--- src/rtl/apu_pkg.sv ---
// Shared types and defaults for the phase slot scheduler.
//   sched_state_t    : scheduler FSM state (IDLE, SWEEP)
//   DEF_NUM_CHANNELS : default number of voice channels sharing one adder
//   DEF_PHASE_WIDTH  : default phase accumulator / delta width
//   ch_idx_t         : channel index type for the default channel count
package apu_pkg;

    localparam int DEF_NUM_CHANNELS = 4;
    localparam int DEF_PHASE_WIDTH  = 32;
    localparam int DEF_CH_BITS      = $clog2(DEF_NUM_CHANNELS);

    typedef enum logic {
        IDLE  = 1'b0,
        SWEEP = 1'b1
    } sched_state_t;

    typedef logic [DEF_CH_BITS-1:0] ch_idx_t;

endpackage

--- src/rtl/phase_slot_regfile.sv ---
// Per-channel delta storage for the phase slot scheduler.
// Writes land in a shadow bank; a commit copies shadow to the active bank
// (a write in the commit cycle bypasses straight into the active bank) and
// turns the pending phase-clear flags into the sweep mask.
// Ports:
//   i_clk, i_reset    clock, async active-high reset
//   i_wr_en           accepted delta write this cycle
//   i_wr_channel      target channel (values >= NUM_CHANNELS are dropped)
//   i_wr_delta        new delta
//   i_wr_phase_clr    request phase clear of the channel at the next sweep
//   i_commit          sweep start: shadow -> active, clr flags -> mask
//   o_active_delta    deltas used by the sweep in progress
//   o_sweep_mask      channels whose phase restarts from 0 in this sweep
module phase_slot_regfile
    import apu_pkg::*;
#(
    parameter int NUM_CHANNELS = DEF_NUM_CHANNELS,
    parameter int PHASE_WIDTH  = DEF_PHASE_WIDTH,
    parameter int CH_BITS      = $clog2(NUM_CHANNELS)
) (
    input  logic                                    i_clk,
    input  logic                                    i_reset,
    input  logic                                    i_wr_en,
    input  logic [CH_BITS-1:0]                      i_wr_channel,
    input  logic [PHASE_WIDTH-1:0]                  i_wr_delta,
    input  logic                                    i_wr_phase_clr,
    input  logic                                    i_commit,
    output logic [NUM_CHANNELS-1:0][PHASE_WIDTH-1:0] o_active_delta,
    output logic [NUM_CHANNELS-1:0]                 o_sweep_mask
);

    logic [NUM_CHANNELS-1:0][PHASE_WIDTH-1:0] shadow_q;
    logic [NUM_CHANNELS-1:0][PHASE_WIDTH-1:0] active_q;
    logic [NUM_CHANNELS-1:0]                  clr_q;
    logic [NUM_CHANNELS-1:0]                  mask_q;
    logic [NUM_CHANNELS-1:0]                  wr_hit_d;

    // One-hot write decode; an out-of-range channel matches nothing.
    always_comb begin
        wr_hit_d = '0;
        for (int i = 0; i < NUM_CHANNELS; i++) begin
            wr_hit_d[i] = i_wr_en && (i_wr_channel == CH_BITS'(i));
        end
    end

    always_ff @(posedge i_clk or posedge i_reset) begin
        if (i_reset) begin
            shadow_q <= '0;
            active_q <= '0;
            clr_q    <= '0;
            mask_q   <= '0;
        end else begin
            for (int i = 0; i < NUM_CHANNELS; i++) begin
                if (wr_hit_d[i]) begin
                    shadow_q[i] <= i_wr_delta;
                end
                if (i_commit) begin
                    active_q[i] <= wr_hit_d[i] ? i_wr_delta : shadow_q[i];
                    mask_q[i]   <= clr_q[i] | (wr_hit_d[i] & i_wr_phase_clr);
                    clr_q[i]    <= 1'b0;
                end else if (wr_hit_d[i] && i_wr_phase_clr) begin
                    clr_q[i] <= 1'b1;
                end
            end
        end
    end

    assign o_active_delta = active_q;
    assign o_sweep_mask   = mask_q;

endmodule

--- src/rtl/phase_slot_scheduler.sv ---
// Time-multiplexes one phase adder across NUM_CHANNELS voice channels.
// Each accepted sample strobe starts a sweep that advances every channel's
// phase once, channel 0 first, one channel per clock.
// Optional feature macro: PHASE_SLOT_HARD_SYNC_EN -- when defined, a wrap of
// channel 0 within a sweep restarts channel 1 from 0 (oscillator hard sync).
// Ports:
//   i_clk, i_reset     clock, async active-high reset
//   i_sample_stb       start one sweep (ignored while busy -> o_overrun)
//   i_wr_valid/o_wr_ready, i_wr_channel, i_wr_delta, i_wr_phase_clr
//                      delta write port (always ready after reset)
//   o_phase_valid      o_phase / o_phase_channel valid this cycle
//   o_phase_channel    channel of o_phase
//   o_phase            updated phase
//   o_busy             sweep in progress
//   o_overrun          1-cycle pulse: strobe dropped while busy
module phase_slot_scheduler
    import apu_pkg::*;
#(
    parameter int NUM_CHANNELS = DEF_NUM_CHANNELS,
    parameter int PHASE_WIDTH  = DEF_PHASE_WIDTH,
    parameter int CH_BITS      = $clog2(NUM_CHANNELS)
) (
    input  logic                   i_clk,
    input  logic                   i_reset,
    input  logic                   i_sample_stb,
    input  logic                   i_wr_valid,
    output logic                   o_wr_ready,
    input  logic [CH_BITS-1:0]     i_wr_channel,
    input  logic [PHASE_WIDTH-1:0] i_wr_delta,
    input  logic                   i_wr_phase_clr,
    output logic                   o_phase_valid,
    output logic [CH_BITS-1:0]     o_phase_channel,
    output logic [PHASE_WIDTH-1:0] o_phase,
    output logic                   o_busy,
    output logic                   o_overrun
);

    sched_state_t                             state_q;
    logic [CH_BITS-1:0]                       slot_q;
    logic [NUM_CHANNELS-1:0][PHASE_WIDTH-1:0] phase_q;
    logic                                     ready_q;
    logic                                     busy_q;
    logic                                     overrun_q;
    logic                                     valid_q;
    logic [CH_BITS-1:0]                       out_ch_q;
    logic [PHASE_WIDTH-1:0]                   out_phase_q;

    logic                                     wr_en_d;
    logic                                     commit_d;
    logic                                     clr_base_d;
    logic [PHASE_WIDTH-1:0]                   base_d;
    logic [PHASE_WIDTH-1:0]                   sum_d;
    logic [NUM_CHANNELS-1:0][PHASE_WIDTH-1:0] active_delta;
    logic [NUM_CHANNELS-1:0]                  sweep_mask;
`ifdef PHASE_SLOT_HARD_SYNC_EN
    logic                                     sync_q;
    logic                                     carry_d;
`endif

    assign wr_en_d  = i_wr_valid & ready_q;
    assign commit_d = (state_q == IDLE) & i_sample_stb;

    phase_slot_regfile #(
        .NUM_CHANNELS (NUM_CHANNELS),
        .PHASE_WIDTH  (PHASE_WIDTH),
        .CH_BITS      (CH_BITS)
    ) u_regfile (
        .i_clk          (i_clk),
        .i_reset        (i_reset),
        .i_wr_en        (wr_en_d),
        .i_wr_channel   (i_wr_channel),
        .i_wr_delta     (i_wr_delta),
        .i_wr_phase_clr (i_wr_phase_clr),
        .i_commit       (commit_d),
        .o_active_delta (active_delta),
        .o_sweep_mask   (sweep_mask)
    );

    // Shared adder for the current slot; a masked channel restarts from 0.
    always_comb begin
        clr_base_d = sweep_mask[slot_q];
`ifdef PHASE_SLOT_HARD_SYNC_EN
        clr_base_d = clr_base_d | (sync_q && (slot_q == CH_BITS'(1)));
`endif
        base_d = clr_base_d ? '0 : phase_q[slot_q];
`ifdef PHASE_SLOT_HARD_SYNC_EN
        {carry_d, sum_d} = {1'b0, base_d} + {1'b0, active_delta[slot_q]};
`else
        sum_d = base_d + active_delta[slot_q];
`endif
    end

    always_ff @(posedge i_clk or posedge i_reset) begin
        if (i_reset) begin
            state_q     <= IDLE;
            slot_q      <= '0;
            phase_q     <= '0;
            ready_q     <= 1'b0;
            busy_q      <= 1'b0;
            overrun_q   <= 1'b0;
            valid_q     <= 1'b0;
            out_ch_q    <= '0;
            out_phase_q <= '0;
`ifdef PHASE_SLOT_HARD_SYNC_EN
            sync_q      <= 1'b0;
`endif
        end else begin
            ready_q   <= 1'b1;
            overrun_q <= 1'b0;
            valid_q   <= 1'b0;
            case (state_q)
                IDLE: begin
                    if (i_sample_stb) begin
                        state_q <= SWEEP;
                        slot_q  <= '0;
                        busy_q  <= 1'b1;
                    end
                end
                SWEEP: begin
                    overrun_q <= i_sample_stb;
                    for (int i = 0; i < NUM_CHANNELS; i++) begin
                        if (slot_q == CH_BITS'(i)) begin
                            phase_q[i] <= sum_d;
                        end
                    end
                    valid_q     <= 1'b1;
                    out_ch_q    <= slot_q;
                    out_phase_q <= sum_d;
`ifdef PHASE_SLOT_HARD_SYNC_EN
                    if (slot_q == '0) begin
                        sync_q <= carry_d;
                    end
`endif
                    if (slot_q == CH_BITS'(NUM_CHANNELS - 1)) begin
                        state_q <= IDLE;
                        busy_q  <= 1'b0;
                    end else begin
                        slot_q <= slot_q + CH_BITS'(1);
                    end
                end
                default: state_q <= IDLE;
            endcase
        end
    end

    assign o_wr_ready      = ready_q;
    assign o_busy          = busy_q;
    assign o_overrun       = overrun_q;
    assign o_phase_valid   = valid_q;
    assign o_phase_channel = out_ch_q;
    assign o_phase         = out_phase_q;

endmodule

--- config.mk ---
export PLATFORM = sky130hd
export DESIGN_NAME = phase_slot_scheduler
export DESIGN_NICKNAME = d
export VERILOG_FILES = /design/src/rtl/apu_pkg.sv /design/src/rtl/phase_slot_regfile.sv /design/src/rtl/phase_slot_scheduler.sv
export SDC_FILE = /design/constraint.sdc
export NUM_CORES = 1
export LEC_CHECK = 0
export CORE_MARGIN = 5
export CORE_UTILIZATION = 60
export CTS_CLUSTER_DIAMETER = 100
export DETAILED_ROUTE_END_ITERATION = 10
export GPL_TIMING_DRIVEN = 0
export PLACE_DENSITY_LB_ADDON = 0.12
export REMOVE_ABC_BUFFERS = 1
export SETUP_SLACK_MARGIN = 0.2
export SYNTH_ARGS = -nofsm -noshare
export SYNTH_HDL_FRONTEND = slang
export SYNTH_SLANG_ARGS = --single-unit
--- constraint.sdc ---
create_clock -name i_clk -period 25.4 [get_ports i_clk]
set_input_delay 6.35 -clock i_clk [delete_from_list [all_inputs] [get_ports i_clk]]
set_output_delay 6.35 -clock i_clk [all_outputs]
set_load 0.01 [all_outputs]
Figure 1. Signal metal coverage by tile.
Scale bar: 50 microns. The die is cut into 38 by 38 equal tiles; black is low, pale yellow is high, scaled to the fullest tile. Values are wire area over tile area, all layers added.
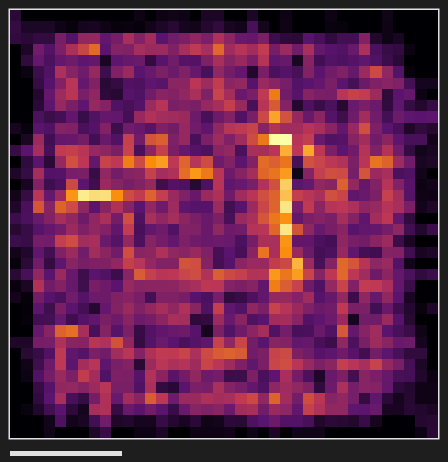
- tiles over half the peak: 11%
- densest ninth of the die: centre
- mean over tiles: 0.20
- fullest tile: 0.68
- nearly empty tiles: 8.6%
Total Routing Usage GR: 0.259
via count: 13900

Figure 2. Routing congestion.
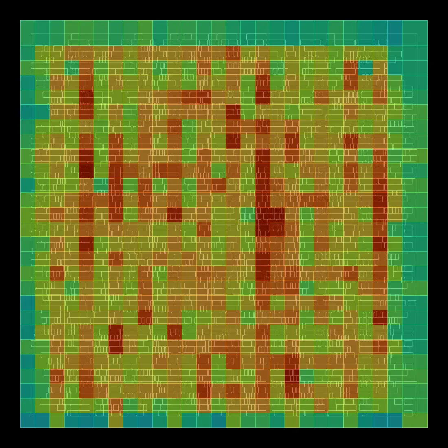
routing usage on met3: 0.0387
WL per Instance: 19.1 microns
GR Layer Usage met1: 0.376
GRT busiest layer: met2
final core occ: 0.697

Figure 3. Placement density heat map.
Scale bar: 50 microns. The die is cut into 19 by 19 equal tiles; black is low, pale yellow is high, 0 to 100% covered.
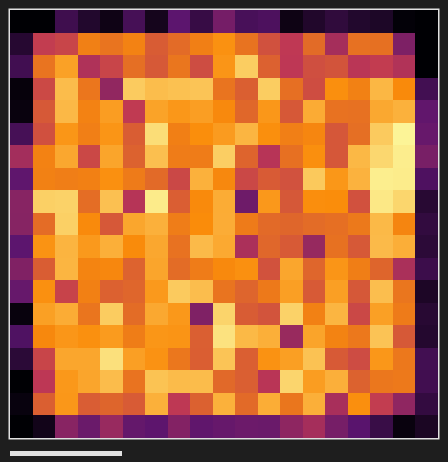
- fullest tile: 98%
- nearly empty tiles: 2.5%
- tiles over 75% full: 35%
- mean over tiles: 61%

==> impl_metrics.tcl <==
# metrics dict for downstream scripts
set metrics [dict create \
    clk_path_buf_depth 3 \
    bufAreaShareNonClock 0.0537 \
    dieHeight_microns 191 \
    comb-power_mw 1.74 \
    pwr-share-seq 0.316 \
    grt_start_max_net_pins 134 \
    synth_seq_share 0.549 \
    grt_pass1_wl_microns 75200 \
    pre_cts_ws_ns 15.88 \
    postSynthAreaPerCell_sq_um 10.4 \
    clk_latency_ns 0.57 \
    cts_resized 0 \
    firstDrtPassIters 5 \
    comb_area_share 0.372 \
    clock_skew_ns 0.0234 \
    edf_count 0 \
    synth_warnings 0 \
    p_leak_nw 10.7 \
    cts_tree "done" \
    hold_depth 2 \
    rrSetupSlack_ns 20.49 \
    p_int_mw 2.11 \
    clkCellAreaFrac 0.0693 \
    fin_nets 2001 \
    cp_slowest_cell "nand4_1" \
    hold_violations 0 \
    r2r-start "slot_q[0]$_DFFE_PP0P_" \
    core_sq_mm 0.0325 \
    r2r_end "phase_q[122]$_DFFE_PP0P_" \
    die_area_sq_mm 0.0366 \
    fin_area_sq_mm 0.0227 \
    logic_area_sq_mm 0.00843 \
    mux_area_frac 0.144 \
    critical_path_required_ns 25.87 \
    grt_pass1_vias 14200 \
    pg_seq_mw 1.12 \
    worstPathArrival_ns 9.47 \
    min_to "u_regfile.o_active_delta[65]$_DFFE_PP0P_" \
    fin_cells 2404 \
    ys_ff 433 \
    synthTopCellsByCount "710 x nand2_1, 433 x dfrtp_1, 116 x mux2_2" \
    crit_family "buffers and inverters" \
    logic_family "simple AND/OR/NAND/NOR gates" \
    p_clk_mw 0.687 \
    power_leader "combinational logic" \
    crit_end "u_regfile.o_sweep_mask[3]$_DFFE_PP0P_" \
    multiInputCombCellCount 1332 \
    clkbuf_count 68 \
    root_buffer "clkbuf_16" \
    power_density_mw_per_mm2 156 \
    ff_latch_area_sq_mm 0.0108 \
    fmax_mhz 111 \
    rsz0062_at_grt "false" \
    maxCapViolCount 0 \
    status "completed" \
    cp-end-kind "flop" \
    ir_worst_vdd_mv 0.131 \
    crit_start "i_wr_channel[0]" \
    cts_made_buffers 45 \
    most-common-layout-cells "704 x nand2_1, 430 x dfrtp_1, 116 x mux2_2" \
    reg2reg_depth 11 \
    power_mw 3.54 \
    setup_viol 0 \
    viasPerCell 5.78 \
    most_common_cell "nand2_1" \
    place_congestion 0.901 \
    route.detailed.drc 0 \
    synth_cell_type_count 62 \
    hold_path.class "reg -> reg" \
    finalSetupTns_ns 0 \
    path_clk_slew_ns 0.06 \
    die_w_microns 191 \
    diodes 0 \
    tap_cells 442 \
    pwr-share-clk 0.194 \
]
Figure 4. Metal 2.
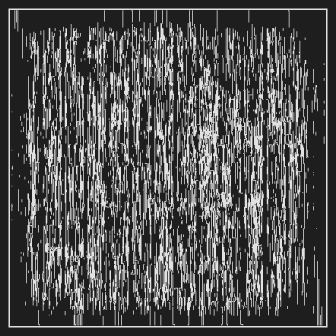
- longest straight run: 92.5 microns
- wire length on this layer: 22.1 mm
- share of all routed wire: 48%
M2 GR Usage: 0.416
DRT Wirelength: 45800 microns

Figure 5. Metal 1.
Scale bar: 50 microns.
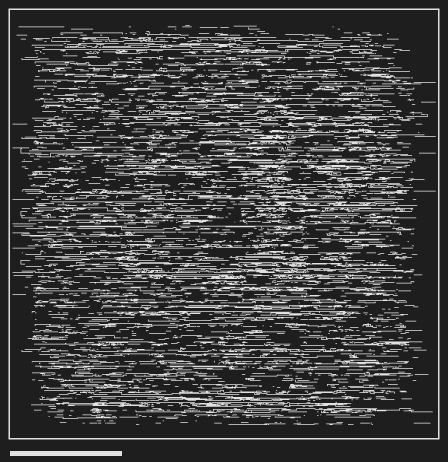
- share of all routed wire: 44%
- main direction: horizontal
- longest straight run: 66.2 microns

Power and IR drop assume default switching activity.
